### src/rtl/sample_pack.sv
// sample_pack: serial-to-parallel front end for the unrolled mixer/FIR datapath.
// Collects UNR consecutive ADC samples into one lane vector. The vector is
// presented together with a one-cycle EN strobe. An acquisition of FRAMELEN
// samples is framed so that its first sample always lands in lane 0.
//
// Ports:
//   CLK      system clock, rising edge
//   RST      synchronous active-high reset
//   start    begins an acquisition when seen in IDLE
//   s_data   ADC sample (unsigned, DWIDTH bits)
//   s_valid  s_data valid this cycle
//   dout     lane vector, dout[0] holds the earliest sample
//   EN       one-cycle strobe: dout holds a new word
//   busy     high while filling
//   done     one-cycle pulse with the final word of an acquisition
//   wcnt     words emitted in the current / most recent acquisition
module sample_pack #(
    parameter int DWIDTH   = 14,
    parameter int UNR      = 4,
    parameter int FRAMELEN = 1024,
    parameter int WCW      = $clog2(FRAMELEN/UNR)+1
) (
    input  logic              CLK,
    input  logic              RST,
    input  logic              start,
    input  logic [DWIDTH-1:0] s_data,
    input  logic              s_valid,
    output logic [DWIDTH-1:0] dout [UNR],
    output logic              EN,
    output logic              busy,
    output logic              done,
    output logic [WCW-1:0]    wcnt
);

    localparam int LW  = $clog2(UNR);
    localparam int SCW = $clog2(FRAMELEN)+1;
    localparam logic [LW-1:0]  LLAST = LW'(UNR-1);
    localparam logic [SCW-1:0] SLAST = SCW'(FRAMELEN-1);

    typedef enum logic [1:0] {IDLE, FILL, DONE} state_t;

    state_t            state;
    logic [LW-1:0]     lidx;
    logic [SCW-1:0]    scnt;
    // Only lanes 0..UNR-2 are staged; the last lane comes straight from s_data.
    logic [DWIDTH-1:0] stage [UNR-1];

    always_ff @(posedge CLK) begin
        if (RST) begin
            state <= IDLE;
            busy  <= 1'b0;
            EN    <= 1'b0;
            done  <= 1'b0;
            wcnt  <= '0;
            lidx  <= '0;
            scnt  <= '0;
            for (int unsigned i = 0; i < UNR; i++)
                dout[LW'(i)] <= '0;
            for (int unsigned i = 0; i < UNR-1; i++)
                stage[LW'(i)] <= '0;
        end else begin
            EN   <= 1'b0;
            done <= 1'b0;
            case (state)
                IDLE: begin
                    if (start) begin
                        state <= FILL;
                        busy  <= 1'b1;
                        lidx  <= '0;
                        scnt  <= '0;
                        wcnt  <= '0;
                    end
                end
                FILL: begin
                    if (s_valid) begin
                        scnt <= scnt + 1'b1;
                        if (lidx == LLAST) begin
                            for (int unsigned i = 0; i < UNR-1; i++)
                                dout[LW'(i)] <= stage[LW'(i)];
                            dout[LLAST] <= s_data;
                            EN   <= 1'b1;
                            wcnt <= wcnt + 1'b1;
                            lidx <= '0;
                            // FRAMELEN is a multiple of UNR, so the last sample
                            // always completes a word.
                            if (scnt == SLAST) begin
                                state <= DONE;
                                busy  <= 1'b0;
                                done  <= 1'b1;
                            end
                        end else begin
                            stage[lidx] <= s_data;
                            lidx        <= lidx + 1'b1;
                        end
                    end
                end
                DONE: begin
                    state <= IDLE;
                end
                default: begin
                    state <= IDLE;
                    busy  <= 1'b0;
                end
            endcase
        end
    end

endmodule

### config.mk
export PLATFORM = sky130hd
export DESIGN_NAME = sample_pack
export DESIGN_NICKNAME = d
export VERILOG_FILES = /design/src/rtl/sample_pack.sv
export SDC_FILE = /design/constraint.sdc
export NUM_CORES = 1
export LEC_CHECK = 0
export CORE_MARGIN = 1.5
export CORE_UTILIZATION = 30
export CTS_BUF_LIST = sky130_fd_sc_hd__clkbuf_4
export DETAILED_ROUTE_END_ITERATION = 7
export GPL_ROUTABILITY_DRIVEN = 0
export PLACE_DENSITY = 0.52
export SLEW_MARGIN = 20
export SYNTH_ARGS = -nofsm -noshare
export SYNTH_HDL_FRONTEND = slang
export SYNTH_SLANG_ARGS = --single-unit
### constraint.sdc
create_clock -name CLK -period 4.93 [get_ports CLK]
set_input_delay 0.986 -clock CLK [delete_from_list [all_inputs] [get_ports CLK]]
set_output_delay 0.986 -clock CLK [all_outputs]
set_load 0.01 [all_outputs]
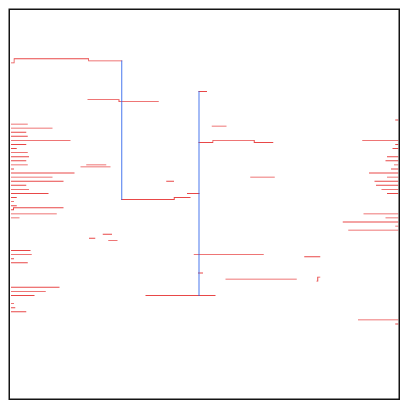
(run_1/metal_stack.png)
Drawn at 3 px/um. Two of the layers only.
| colour | layer | wire length |
|---|---|---|
| blue | met4 | 114 um |
| red | met3 | 612 um |
via count: 3,677
drt wl/cell: 14.8 um
WL final: 11,700 um

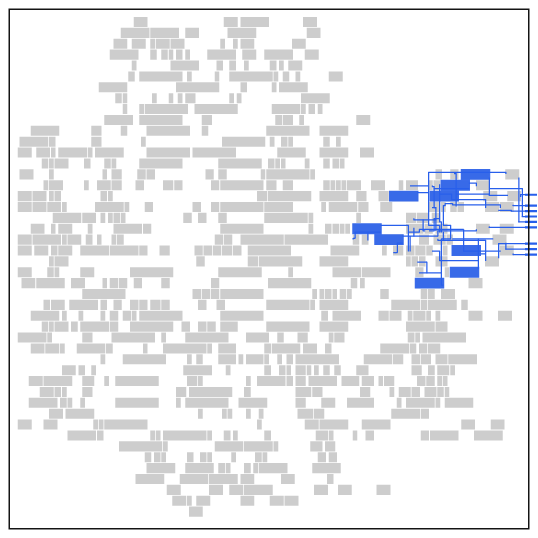
(run_1/port_nets.png)
Drawn at 4 px/um.
| colour | port | bits | direction | edge | end cells | buffers | wire |
|---|---|---|---|---|---|---|---|
| blue | wcnt | 9 | output | right | 9 | 9 | 397 um |
# IOs: 86
IO buf count: 85

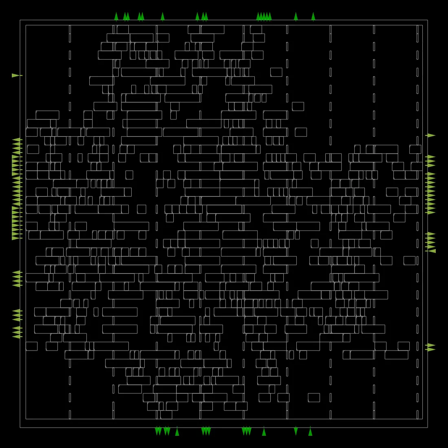
(run_1/final_placement.png)
n_taps: 216
core area: 15,800 um^2

==> flow_metrics.tcl, run 1 <==
# implementation run metrics
set metrics [dict create \
    antenna_found_initial 0 \
    yosys_area_um2 4800 \
    crit_chain "clkdlybuf4s50_1 -> nand2_1 -> nor3_4 -> buf_4 -> a21o_1" \
    drive_gt1_frac 0.0734 \
    r2r-start "state[1]" \
    power_density_nw_per_um2 325 \
    comb_power_share 0.047 \
    track_usage 0.145 \
    relSlewSlack 0.309 \
    clkPwrFrac 0.400 \
    placed_cells 756 \
    hp-class "flop to flop" \
    path_max_fanout 23 \
    htree_levels 4 \
    clk_pin_slew_ns 0.11 \
    ys_cells 485 \
    detail-route-antenna-nets 0 \
    hold_violations 0 \
    ir_drop_uv 156 \
    synth-seq-cells 125 \
    fin_crit_ns 2.98 \
    placementRows 46 \
    openroad.warnings 29 \
    diodes 0 \
    crit_start "s_valid" \
    netlist_instances 485 \
    worstPathArrival_ns 3.14 \
    swShare 0.235 \
    viasPerCell 4.67 \
    status "finished clean" \
    r2r_setup_slack_ns 2.27 \
    cts_setup_buffers 0 \
    endpoint_kind "flop" \
    cp_slowest_stage_delay_ns 0.66 \
    numCtsBuffers 17 \
    clockRootBuffer "clkbuf_4" \
    power.internal_mw 1.52 \
    grt_pass1_wl_um 18400 \
    synth_cell_types 42 \
    switchingPower_mw 0.468 \
    die_y_um 129 \
    fin_nets 583 \
    dr.pass1.iters 4 \
    syn_area_per_cell_um2 9.90 \
    totalPowerFinal_mw 1.99 \
    ctsLongestPathBuffers 2 \
    chip_area_um2 16800 \
    whs_ns 0.460 \
    fp_nets 509 \
    pwr-share-seq 0.553 \
    r2r_end "stage[0][13]" \
    first_iter_violations 202 \
    drv_slew 0 \
    crit_slowest_cell "clkdlybuf4s50_1" \
    dp_hpwl_um 7920 \
    grt_start_max_net_pins 71 \
    cap_viol_max_count 0 \
    crit_type "input pin to flop" \
    setup_ws_ns 1.95 \
    setup-violations-final 0 \
    placed_cell_area_um2 5790 \
    nFillCells 1611 \
    clkLatencyLatePin_ns 0.51 \
    start_kind "input pin" \
    dieWidth_um 129 \
    ctsResizeCount 0 \
    fin_setup_tns_ns 0 \
    clock_sinks 125 \
    postCtsHoldBufs 0 \
    grt_pass1_vias 3598 \
    worst_clock_skew_ns 0.0123 \
    drc 0 \
    design_area_um2 6120 \
    required_ns 5.09 \
    grt-ovfl-total 0 \
    synth-edff-count 42 \
    synthArstFlopShare 0 \
    fmax_mhz 335 \
    cts_tree "done" \
    yosys_warnings 0 \
]
run 1: flip-flops by register name, summed over array words and instances, names as in the netlist:
name   cells
done       1
lidx       2
busy       1
stage     42
wcnt       9
state      2
dout      56
EN         1
scnt      11
run 1: critical path: cells and delay by family:
family / cells / cell delay [ns]
and+or+nand+nor: 2 / 0.66
AOI/OAI and AO/OA: 1 / 0.49
buffers and inverters: 2 / 0.99
run 1: cell usage in the layout, fill, tap and decap left out, types with 5 or more instances in the layout:
cell,instances
xnor2_1,8
clkbuf_4,17
nand3_1,7
dfxtp_1,83
nor2_1,20
and3_1,43
edfxtp_1,42
o21ai_0,10
a21oi_1,63
ha_1,6
clkdlybuf4s50_1,84
clkinvlp_4,5
nand2_1,117
run 1: worst min-delay path by stage:
stage	from	end	slack [ns]	depth (start not counted)
floorplan	scnt[1]	scnt[1]	0.47	2
global placement	dout[10]	dout[10]	0.44	2
detailed placement	dout[51]	dout[51]	0.45	2
CTS	dout[28]	dout[28]	0.46	2
global route	dout[18]	dout[18]	0.49	2
finish	dout[51]	dout[51]	0.46	2
run 1: power groups by stage:
stage / Sequential [mW] / Combinational, mW / Clock (mW)
2_1_floorplan: 1.12 / 0.0575 / 0
3_3_place_gp: 1.12 / 0.0899 / 0
3_5_place_dp: 1.12 / 0.0931 / 0
4_1_cts: 1.10 / 0.0934 / 0.821
5_1_grt: 1.10 / 0.102 / 0.863
6_report: 1.10 / 0.0927 / 0.796
run 1: kinds of logic (layout without fill, tap and decap cells):
family,Yosys count,count (layout),share of synthesized area
xor gates and xnor gates,12,12,0.0219
DFF,125,125,0.609
muxes,2,2,0.00443
adders and majority gates,6,6,0.0156
buffers and inverters,38,125,0.0362
AOI/OAI and AO/OA,87,87,0.0993
and+or+nand+nor,215,215,0.214
run 1: routing by layer:
metal  track usage  wire length, um
met4        0.0490              114
met5             0                0
met2         0.231             5450
met3        0.0483              611
met1         0.185             5490
run 1: final cells by class:
| type | instances | area, um^2 | share of cell area |
|---|---|---|---|
| clock buffers | 17 | 128 | 0.0209 |
| clock inverters | 15 | 196 | 0.0321 |
| inverters | 4 | 15.0 | 0.00245 |
| multi-input cells | 322 | 1710 | 0.279 |
| flip-flops and latches | 125 | 2920 | 0.478 |
| well taps | 216 | 270 | 0.0442 |
| repair buffers | 89 | 876 | 0.143 |
run 1: synthesized netlist by cell type (2+ instances only):
library cell | n | share of area
inv_1 | 4 | 0.0031
clkbuf_2 | 2 | 0.0021
or3_1 | 4 | 0.0052
and3_1 | 43 | 0.056
xnor2_1 | 8 | 0.015
edfxtp_1 | 42 | 0.26
clkbuf_1 | 17 | 0.013
nor2_1 | 20 | 0.016
a22oi_1 | 2 | 0.0031
buf_2 | 11 | 0.011
o21ai_0 | 10 | 0.010
and2_1 | 3 | 0.0039
a21oi_1 | 63 | 0.066
nor3_1 | 3 | 0.0031
buf_4 | 4 | 0.0063
nand3_1 | 8 | 0.0083
o211ai_1 | 3 | 0.0047
nor4_1 | 4 | 0.0052
nor3b_1 | 2 | 0.0031
dfxtp_1 | 83 | 0.35
nand2_1 | 117 | 0.092
ha_1 | 6 | 0.016
xor2_1 | 4 | 0.0073
a21o_1 | 4 | 0.0063
==> run_1/registers.png <==
Drawn at 4 px/um. Other sequential cells in the stronger grey, the rest of the logic in the fainter grey.
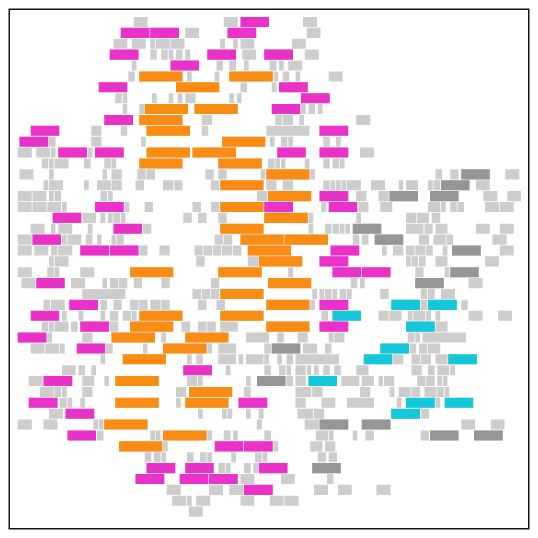

==> run 2, diff against run 1 <==
==> constraint.sdc (replaced) <==
create_clock -name CLK -period 3.08 [get_ports CLK]
set_input_delay 0.616 -clock CLK [delete_from_list [all_inputs] [get_ports CLK]]
set_output_delay 0.616 -clock CLK [all_outputs]
set_load 0.01 [all_outputs]
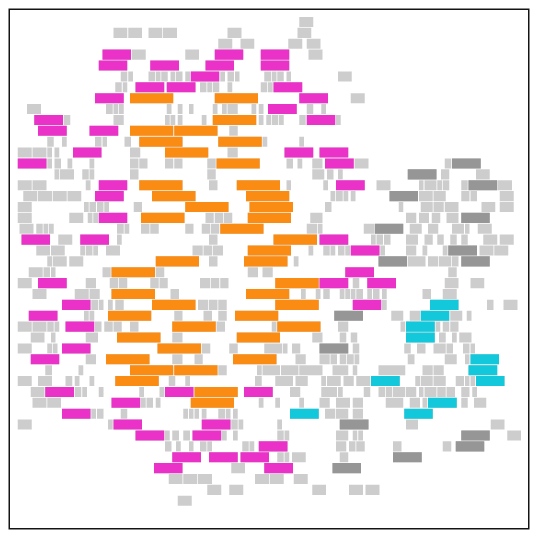
(run_2/registers.png)
Drawn at 4 px/um. Other sequential cells in the stronger grey, the rest of the logic in the fainter grey.
| colour | name in the netlist | placed flops |
|---|---|---|
| cyan | scnt | 11 |
| orange | stage | 42 |
| magenta | dout | 56 |
fin util: 0.384
sequential share of cell area: 0.482

==> run 2 against run 1 <==
Against the previous run:
- highest routed layer unchanged
- final cell count up 0.51%
- sequential power is about 60% higher
- synthesized cell count stayed put
- largest power group unchanged
- sequential cell count unchanged
- design area down 0.94%
==> flow_metrics.tcl, run 2 <==
# implementation run metrics
set metrics [dict create \
    status "finished clean" \
    crit_slowest_cell "a21o_1" \
    syn_area_per_cell_um2 9.90 \
    layout_top_cell "nand2_1" \
    grt_start_max_net_pins 54 \
    synth-seq-cells 125 \
    fin_crit_ns 2.18 \
    chip_area_um2 16800 \
    drv_slew 0 \
    first_iter_violations 168 \
    most_common_cell "nand2_1" \
    switchingPower_mw 0.781 \
    drive_gt1_frac 0.0799 \
    final_cell_mix "117 x nand2_1, 84 x clkdlybuf4s50_1, 83 x dfxtp_1, 63 x a21oi_1, 43 x and3_1" \
    endpoint_kind "flop" \
    postCtsHoldBufs 0 \
    clk_pin_slew_ns 0.11 \
    path_max_fanout 15 \
    ctsResizeCount 0 \
    clkLatencyLatePin_ns 0.53 \
    r2r_end "stage[0][6]" \
    comb_power_share 0.052 \
    htree_levels 4 \
    ctsLongestPathBuffers 2 \
    dieWidth_um 129 \
    largest_registers "dout (56), stage (42), scnt (11)" \
    power_density_nw_per_um2 479 \
    num_io_pins 86 \
    synthArstFlopShare 0 \
    clockRootBuffer "clkbuf_4" \
    fp.coreArea_um2 15800 \
    setup-violations-final 0 \
    pwr-share-seq 0.606 \
    cap_viol_max_count 0 \
    synth_cell_types 42 \
    synth-edff-count 42 \
    swShare 0.269 \
    portBuffers 85 \
    whs_path_depth 2 \
    cts_setup_buffers 0 \
    r2r_setup_slack_ns 0.90 \
    worstPathArrival_ns 2.35 \
    fmax_mhz 459 \
    setup_ws_ns 0.902 \
    clock_sinks 125 \
    crit_type "flop to flop" \
]
==> run 2: netlist changes by cell type in the layout (fill, tap and decap cells not counted) <==
cell	previous run	this run
clkinvlp_4	5	1
buf_4	4	8
inv_4	0	3
inv_6	1	6
bufinv_16	4	0
==> run 2: logic make-up (layout without fill, tap and decap cells) <==
| family | after synthesis | after routing | synth area share |
|---|---|---|---|
| mux | 2 | 2 | 0.00443 |
| fa+ha+maj | 6 | 6 | 0.0156 |
| buf+inv | 38 | 129 | 0.0362 |
| xor+xnor | 12 | 12 | 0.0219 |
| compound gates | 87 | 87 | 0.0993 |
| flops | 125 | 125 | 0.609 |
| simple gates | 215 | 215 | 0.214 |
==> run 2: final cells by class <==
class	count	area, um^2	area share
inverters	4	15.0	0.00248
well taps	216	270	0.0446
multi-input cells	322	1710	0.282
clock inverters	15	109	0.0180
repair buffers	93	906	0.149
flip-flops and latches	125	2920	0.482
clock buffers	17	128	0.0211
==> run 2: metrics by stage <==
| step | instances | cell area [um^2] |
|---|---|---|
| after CTS | 792 | 6060 |
| after floorplan | 485 | 4800 |
| final | 792 | 6060 |
| after detailed placement | 760 | 5820 |
| after global placement | 760 | 5820 |
| after global routing | 792 | 6060 |
==> run 2: how the worst max path moves through the flow <==
| stage | from | endpoint | slack [ns] | cells past startpoint |
|---|---|---|---|---|
| after global placement | s_valid | scnt[4] | 0.59 | 6 |
| final | state[1] | stage[0][6] | 0.90 | 4 |
| after detailed placement | s_valid | scnt[2] | 0.52 | 6 |
| after CTS | state[1] | stage[0][10] | 0.87 | 4 |
| after global routing | state[1] | stage[2][7] | 0.70 | 4 |
| after floorplan | s_valid | stage[0][0] | 1.08 | 5 |
==> run 2: worst max-delay path, delay by kind of cell, from the launching register on <==
kind	cells	cell delay, ns
AND/OR/NAND/NOR	3	0.82
AND-OR/OR-AND	1	0.52
flip-flops	1	0.48
==> run 2: routing by layer <==
layer / GRT usage / up-vias / wire (um)
met3: 0.0524 / 11 / 668
met5: 0 / - / 0
li1: - / 1837 / -
met2: 0.217 / 92 / 4990
met4: 0.0412 / 0 / 116
met1: 0.193 / 1720 / 5560
==> run 2: power groups by stage <==
stage          logic (mW)  registers, mW  clock network [mW]
6_report            0.150           1.76               0.996
5_1_grt             0.166           1.76                1.12
4_1_cts             0.152           1.76                1.03
3_5_place_dp        0.151           1.80                   0
3_3_place_gp        0.149           1.80                   0
2_1_floorplan      0.0920           1.79                   0
No activity file was given, so power comes from the tool's default toggle rates.
